File: src/rtl/gate_pkg.sv
// Shared encodings for the gate tester: expected-function selector and FSM states.
package gate_pkg;

    typedef enum logic [2:0] {
        GATE_AND  = 3'd0,
        GATE_OR   = 3'd1,
        GATE_NAND = 3'd2,
        GATE_NOR  = 3'd3,
        GATE_XOR  = 3'd4,
        GATE_XNOR = 3'd5,
        GATE_NOT  = 3'd6,
        GATE_BUF  = 3'd7
    } gate_sel_e;

    typedef enum logic [1:0] {
        ST_IDLE   = 2'd0,
        ST_HOLD   = 2'd1,
        ST_SAMPLE = 2'd2,
        ST_FIN    = 2'd3
    } state_e;

endpackage

File: src/rtl/gate_tester_if.sv
// Control/status and gate-under-test signals of the gate tester, bundled as one interface.
interface gate_tester_if #(
    parameter int N_IN = 2
) ();
    logic            start;
    logic [2:0]      gate_sel;
    logic [N_IN-1:0] dut_in;
    logic            dut_y;
    logic            busy;
    logic            done;
    logic            pass;
    logic [N_IN:0]   err_count;
    logic            fail_valid;
    logic [N_IN-1:0] first_fail;

    modport master (
        output start, gate_sel, dut_y,
        input  dut_in, busy, done, pass, err_count, fail_valid, first_fail
    );

    modport slave (
        input  start, gate_sel, dut_y,
        output dut_in, busy, done, pass, err_count, fail_valid, first_fail
    );
endinterface

File: src/rtl/gate_ref_model.sv
// Combinational reference: expected gate output for a selector and input vector.
module gate_ref_model
    import gate_pkg::*;
#(
    parameter int N_IN = 2
) (
    input  logic [2:0]      sel,
    input  logic [N_IN-1:0] vec,
    output logic            expected
);

    always_comb begin
        expected = 1'b0;
        case (sel)
            GATE_AND:  expected = &vec;
            GATE_OR:   expected = |vec;
            GATE_NAND: expected = ~(&vec);
            GATE_NOR:  expected = ~(|vec);
            GATE_XOR:  expected = ^vec;
            GATE_XNOR: expected = ~(^vec);
            GATE_NOT:  expected = ~vec[0];
            GATE_BUF:  expected = vec[0];
            default:   expected = 1'b0;
        endcase
    end

endmodule

File: src/rtl/gate_tester.sv
// Walks every input vector through a gate under test, holding SETTLE cycles then sampling,
// and records error count, first failing vector and an overall pass flag.
module gate_tester
    import gate_pkg::*;
#(
    parameter int N_IN   = 2,
    parameter int SETTLE = 2
) (
    input logic         clk,
    input logic         rst,
    gate_tester_if.slave bus
);

    localparam int CNT_W = (SETTLE > 1) ? $clog2(SETTLE) : 1;
    localparam logic [CNT_W-1:0] CNT_LAST = CNT_W'(SETTLE - 1);
    localparam logic [N_IN:0]    ERR_ONE  = (N_IN+1)'(1);

    state_e          state_q, state_d;
    logic [N_IN-1:0] vec_q, vec_d;
    logic [CNT_W-1:0] cnt_q, cnt_d;
    logic [2:0]      sel_q, sel_d;
    logic [N_IN:0]   err_q, err_d;
    logic            fail_valid_q, fail_valid_d;
    logic [N_IN-1:0] first_fail_q, first_fail_d;
    logic            pass_q, pass_d;
    logic            expected;

    gate_ref_model #(.N_IN(N_IN)) u_ref (
        .sel      (sel_q),
        .vec      (vec_q),
        .expected (expected)
    );

    always_comb begin
        state_d      = state_q;
        vec_d        = vec_q;
        cnt_d        = cnt_q;
        sel_d        = sel_q;
        err_d        = err_q;
        fail_valid_d = fail_valid_q;
        first_fail_d = first_fail_q;
        pass_d       = pass_q;
        case (state_q)
            ST_IDLE: begin
                if (bus.start) begin
                    sel_d        = bus.gate_sel;
                    vec_d        = '0;
                    cnt_d        = '0;
                    err_d        = '0;
                    fail_valid_d = 1'b0;
                    first_fail_d = '0;
                    pass_d       = 1'b0;
                    state_d      = ST_HOLD;
                end
            end
            ST_HOLD: begin
                if (cnt_q == CNT_LAST) state_d = ST_SAMPLE;
                else                   cnt_d   = cnt_q + CNT_W'(1);
            end
            ST_SAMPLE: begin
                if (bus.dut_y != expected) begin
                    err_d = err_q + ERR_ONE;
                    if (!fail_valid_q) begin
                        first_fail_d = vec_q;
                        fail_valid_d = 1'b1;
                    end
                end
                if (vec_q == '1) begin
                    state_d = ST_FIN;
                end else begin
                    vec_d   = vec_q + N_IN'(1);
                    cnt_d   = '0;
                    state_d = ST_HOLD;
                end
            end
            ST_FIN: begin
                pass_d  = (err_q == '0);
                state_d = ST_IDLE;
            end
            default: state_d = ST_IDLE;
        endcase
    end

    always_ff @(posedge clk) begin
        if (rst) begin
            state_q      <= ST_IDLE;
            vec_q        <= '0;
            cnt_q        <= '0;
            sel_q        <= '0;
            err_q        <= '0;
            fail_valid_q <= 1'b0;
            first_fail_q <= '0;
            pass_q       <= 1'b0;
        end else begin
            state_q      <= state_d;
            vec_q        <= vec_d;
            cnt_q        <= cnt_d;
            sel_q        <= sel_d;
            err_q        <= err_d;
            fail_valid_q <= fail_valid_d;
            first_fail_q <= first_fail_d;
            pass_q       <= pass_d;
        end
    end

    always_comb begin
        bus.busy       = (state_q == ST_HOLD) || (state_q == ST_SAMPLE);
        bus.dut_in     = bus.busy ? vec_q : '0;
        bus.done       = (state_q == ST_FIN);
        bus.pass       = pass_q;
        bus.err_count  = err_q;
        bus.fail_valid = fail_valid_q;
        bus.first_fail = first_fail_q;
    end

endmodule
File: src/flat_wrapper.sv
// flat-port wrapper written by rule: the top's interface ports become plain ports
module gate_tester_flat import gate_pkg::*;
#(
    parameter int N_IN   = 2,
    parameter int SETTLE = 2
)
  (clk, rst, bus_start, bus_gate_sel, bus_dut_y, bus_dut_in, bus_busy, bus_done, bus_pass, bus_err_count, bus_fail_valid, bus_first_fail);
  gate_tester_if #(.N_IN(N_IN)) bus_i ();
  input logic clk;
  input logic rst;
  input wire logic [$bits(bus_i.start)-1:0] bus_start;
  input wire logic [$bits(bus_i.gate_sel)-1:0] bus_gate_sel;
  input wire logic [$bits(bus_i.dut_y)-1:0] bus_dut_y;
  output wire logic [$bits(bus_i.dut_in)-1:0] bus_dut_in;
  output wire logic [$bits(bus_i.busy)-1:0] bus_busy;
  output wire logic [$bits(bus_i.done)-1:0] bus_done;
  output wire logic [$bits(bus_i.pass)-1:0] bus_pass;
  output wire logic [$bits(bus_i.err_count)-1:0] bus_err_count;
  output wire logic [$bits(bus_i.fail_valid)-1:0] bus_fail_valid;
  output wire logic [$bits(bus_i.first_fail)-1:0] bus_first_fail;
  assign bus_i.start = bus_start;
  assign bus_i.gate_sel = bus_gate_sel;
  assign bus_i.dut_y = bus_dut_y;
  assign bus_dut_in = bus_i.dut_in;
  assign bus_busy = bus_i.busy;
  assign bus_done = bus_i.done;
  assign bus_pass = bus_i.pass;
  assign bus_err_count = bus_i.err_count;
  assign bus_fail_valid = bus_i.fail_valid;
  assign bus_first_fail = bus_i.first_fail;
  gate_tester #(.N_IN(N_IN), .SETTLE(SETTLE)) u_core (.clk(clk), .rst(rst), .bus(bus_i));
endmodule
File: config.mk
export PLATFORM = sky130hd
export DESIGN_NAME = gate_tester_flat
export DESIGN_NICKNAME = d
export VERILOG_FILES = /design/src/rtl/gate_pkg.sv /design/src/rtl/gate_tester_if.sv /design/src/rtl/gate_ref_model.sv /design/src/rtl/gate_tester.sv /design/src/flat_wrapper.sv
export SDC_FILE = /design/constraint.sdc
export NUM_CORES = 1
export LEC_CHECK = 0
export CORE_AREA = 10 10 60 50
export CTS_CLUSTER_DIAMETER = 100
export DETAILED_ROUTE_END_ITERATION = 6
export DIE_AREA = 0 0 70 60
export MAX_ROUTING_LAYER = met4
export PLACE_DENSITY_LB_ADDON = 0.25
export SYNTH_ARGS = -nofsm -noshare
export SYNTH_HDL_FRONTEND = slang
export SYNTH_SLANG_ARGS = --single-unit
File: constraint.sdc
create_clock -name clk -period 4.2 [get_ports clk]
set_input_delay 0.42 -clock clk [delete_from_list [all_inputs] [get_ports clk]]
set_output_delay 0.42 -clock clk [all_outputs]
set_load 0.01 [all_outputs]
==> run_1/congestion.png <==
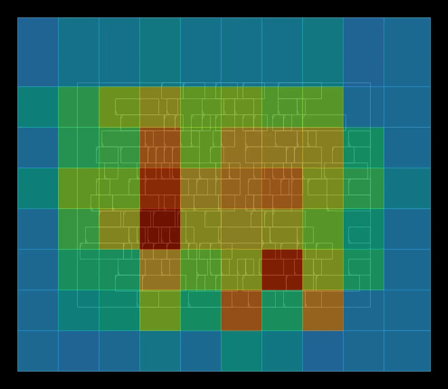
met3 Use GR: 0.05298
all-layer global routing usage: 0.1157
GR Util met2: 0.1832
busiest grt layer: met2
WL/cell: 13.86 um

==> run_1/flops_by_reg.png <==
Scale: 6 px per um. Other sequential cells in the stronger grey, the rest of the logic in the fainter grey.
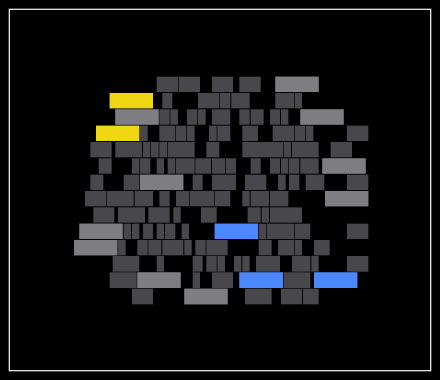
[u_core.vec_q] yellow | flops: 2
[u_core.bus.err_count] blue | flops: 3
not coloured: 10

==> impl_metrics.ini, run 1 <==
; flow metrics
[outcome]
status = completed

[placed_design]
portBuffers = 17
dp_hpwl_um = 1714
dpl.cell_count = 157
gp_congestion = 0.7851

[layout]
nonClkBufAreaFrac = 0.1423
register_area_um2 = 300.3
n_sequential_cell = 15
antennaDiodeCount = 0
seq_share = 0.2510
nNetsFinal = 153
largestClassByArea = multi-input combinational cells
lay_top_count = clkdlybuf4s50_1
lay_top_cells = clkdlybuf4s50_1 (17), dfxtp_1 (15), nand2_1 (13)
drive_gt1_frac = 0.08759
syn_to_final_growth_pct = 21.32
nNonClkInverters = 9
comb_area_um2 = 635.6
nClkBuffers = 4
fin_util = 0.6323
design_area_um2 = 1196

[global_route]
grt_pass1_vias = 879
use_met1 = 0.1230
grt.overflow.total = 0
grt_antenna_before_repair = 0

[setup_path]
r2r_cells = 7
cp_slowest_cell = clkdlybuf4s50_1
cp_cell_sequence = inv_1 -> ha_1 -> and2_1 -> clkdlybuf4s50_1
required_ps = 3780
reg2reg_slack_ps = 2080
arrival_ps = 1740
crit_family = buffers and inverters
start_kind = register
max_stage_delay_ps = 540
path_max_fanout = 5
cp.buffers_inverters = 2

[detailed_routing]
routed-via-count = 907
drt_iter0_markers = 56
met2_length_um = 1019
first_pass_iters = 4
ant_nets = 0
maxUsedRoutingLayer = met4
routed_via_density = 5.634

[final_timing]
period_minus_slack_ps = 2161
max_slew.worst_pin.slew_ps = 658.3
hold_viol = 0
slew_headroom = 0.5597
rsz0062_at_grt = no
fin_tns_setup_ps = 0
fmax_mhz = 462.7
hold_ws_ps = 473.6

[synth]
edf_count = 0
floorplan.nets = 135
ys_top_cells_by_count = dfxtp_1 (15), nand2_1 (13), nor2_1 (11)
yosysTopAreaCellShare = 0.3046
xor_area_frac = 0.01777
synthArstFlopShare = 0
synth_warnings = 0
mux_share = 0.02157
area_leaders = dfxtp_1 (30%), ha_1 (10%), nand2_1 (4.9%)
ys_cells = 120
yosysSeqAreaShare = 0.3046
postSynthAreaPerCell_um2 = 8.216
ys_area_um2 = 985.9
ys.flop_type = dfxtp_1

[worst_hold_path]
holdCritPathClass = reg2reg
min_from = u_core.bus.first_fail[0]
whs_endpoint = u_core.bus.first_fail[0]
min_path_cells = 1

[clocking]
clkSlewWorstSetupHoldPaths_ps = 90
cts-resized-gates = 0
cts_sinks = 15
htreeDepth = 1
hold_buffers = 0
cts_tree = done
insertion_delay_ps = 290
numCtsBuffers = 3
clockBufferDepth = 2

[run]
maxCapViolCount = 0

[die]
fp-row-count = 14
die_x_um = 70
top_level_ports = 18
fp_util = 0.5212

[power_and_ir_drop]
seqPwrFrac = 0.343
p_int_mw = 0.3156
ir_drop_mv = 0.4777
power_clock_mw = 0.0847
power_density_nw_per_um2 = 450.8
clockPowerShare = 0.157
p_leak_nw = 0.4459
==> run_1/wires.png <==
Scale: 6 px per um. Only two layers are drawn.
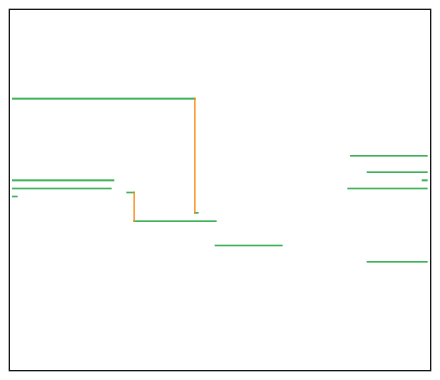
[metal 3] green | wire length: 136 um
[metal 4] orange | wire length: 23.8 um

==> run 2: changes to the inputs <==
--- a/config.mk
+++ b/config.mk
@@ -5,10 +5,10 @@
 export SDC_FILE = /design/constraint.sdc
 export NUM_CORES = 1
 export LEC_CHECK = 0
-export CORE_AREA = 10 10 60 50
+export CORE_AREA = 10 10 65 54
 export CTS_CLUSTER_DIAMETER = 100
 export DETAILED_ROUTE_END_ITERATION = 6
-export DIE_AREA = 0 0 70 60
+export DIE_AREA = 0 0 75 64
 export MAX_ROUTING_LAYER = met4
 export PLACE_DENSITY_LB_ADDON = 0.25
 export SYNTH_ARGS = -nofsm -noshare
==> constraint.sdc (replaced) <==
create_clock -name clk -period 1.83 [get_ports clk]
set_input_delay 0.183 -clock clk [delete_from_list [all_inputs] [get_ports clk]]
set_output_delay 0.183 -clock clk [all_outputs]
set_load 0.01 [all_outputs]
==> run 2 against run 1 <==
Cell count is 8.1% higher; flip-flop count did not move; synthesized cell count is the same; routed wire length increased by 15%; clock power increased by 140%; worst hold slack got worse by 27 ps; non-clock buffer count up 12; core utilization is 3.1 points lower; register-to-register slack worse by 2100 ps; largest power group unchanged; highest routed layer unchanged.
==> impl_metrics.ini, run 2 <==
; flow metrics
[synth]
yosysTopAreaCellShare = 0.3046
ys_area_um2 = 985.9
ys_top_cells_by_count = dfxtp_1 (15), nand2_1 (13), nor2_1 (11)
mux_share = 0.02157
synth_warnings = 0
yosysSeqAreaShare = 0.3046
xor_area_frac = 0.01777
floorplan.nets = 135
postSynthAreaPerCell_um2 = 8.216
ys.flop_type = dfxtp_1

[placed_design]
portBuffers = 17
dp_hpwl_um = 1879
gp_congestion = 0.8150
dpl.cell_count = 170

[setup_path]
start_kind = register
crit_family = AND-OR/OR-AND gates
path_max_fanout = 6
arrival_ps = 2050
cp_cell_sequence = inv_4 -> ha_4 -> nor2b_4 -> or3_4 -> a21boi_4 -> o2111ai_2 -> a211oi_2
cp.buffers_inverters = 1
max_stage_delay_ps = 390
r2r_cells = 7
required_ps = 2060
cp_slowest_cell = or3_4

[final_timing]
hold_ws_ps = 446.4
fin_tns_setup_ps = 0
fmax_mhz = 546.9
hold_viol = 0
max_slew.worst_pin.slew_ps = 368.7
period_minus_slack_ps = 1829
slew_headroom = 0.7534
rsz0062_at_grt = yes
fin_crit_sh = 0.9993

[detailed_routing]
met2_length_um = 1195
ant_nets = 0
maxUsedRoutingLayer = met4
first_pass_iters = 4
drt_iter0_markers = 118
routed_via_density = 5.638

[layout]
largestClassByArea = multi-input combinational cells
comb_area_um2 = 679.4
nClkBuffers = 4
antennaDiodeCount = 0
lay_top_cells = clkdlybuf4s50_1 (14), nand2_1 (13), buf_4 (12)
design_area_um2 = 1344
n_sequential_cell = 15
syn_to_final_growth_pct = 36.29
drive_gt1_frac = 0.2349
nNonClkInverters = 9
nNetsFinal = 165
nonClkBufAreaFrac = 0.1937
lay_top_count = clkdlybuf4s50_1

[die]
top_level_ports = 18
fp_util = 0.4415
fp-row-count = 15

[clocking]
numCtsBuffers = 3
cts_tree = done
clockBufferDepth = 2
hold_buffers = 0
insertion_delay_ps = 290
cts_sinks = 15
clkSlewWorstSetupHoldPaths_ps = 100
htreeDepth = 1

[global_route]
grt_antenna_before_repair = 0
use_met1 = 0.1390
grt_use_met2 = 0.1647
grt.overflow.total = 0
top_usage_layer = met2

[run]
maxCapViolCount = 0

[power_and_ir_drop]
power_density_nw_per_um2 = 1027
p_int_mw = 0.8109
p_leak_nw = 0.5383
ir_drop_mv = 0.9430
power_clock_mw = 0.201
p_comb_mw = 0.743
clockPowerShare = 0.146
seqPwrFrac = 0.316

[outcome]
status = completed

[worst_hold_path]
min_path_cells = 3
min_from = bus_gate_sel[1]
whs_endpoint = u_core.sel_q[1]
==> run_2/layer_met3.png <==
Scale: 4 px per um. Cells faint in the background.
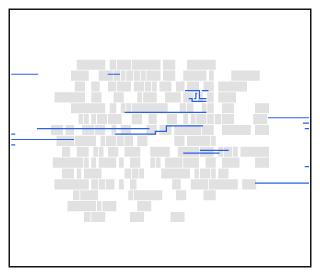
nets with wire on the layer: 18
main direction: horizontal
share of all routed wire: 6.0%
wire length on this layer: 154 um
Detailed Route WL: 2556 um
met3 Use GR: 0.04167
vias: 981

==> run_2/flops_by_reg.png <==
Scale: 6 px per um. Other sequential cells in the stronger grey, the rest of the logic in the fainter grey.
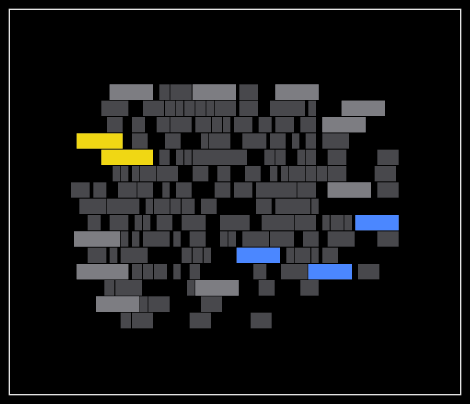
[u_core.bus.err_count] blue | flops: 3
[u_core.vec_q] yellow | flops: 2
Seq power: 0.437 mW
Register Area: 310.3 um2
fraction of area in registers: 0.2309
Finished Core Util: 0.6017

==> run_2/wires.png <==
Scale: 6 px per um. Only two layers are drawn.
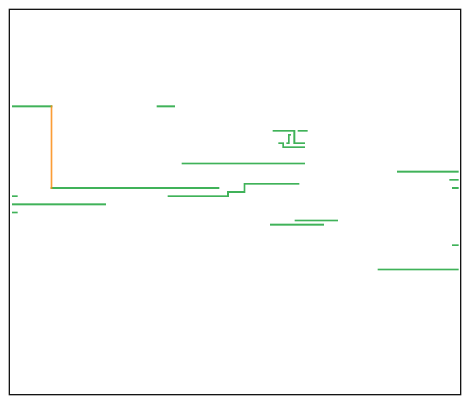
WL/cell: 14.69 um
all-layer global routing usage: 0.1113

No activity file was given, so power comes from the tool's default toggle rates.
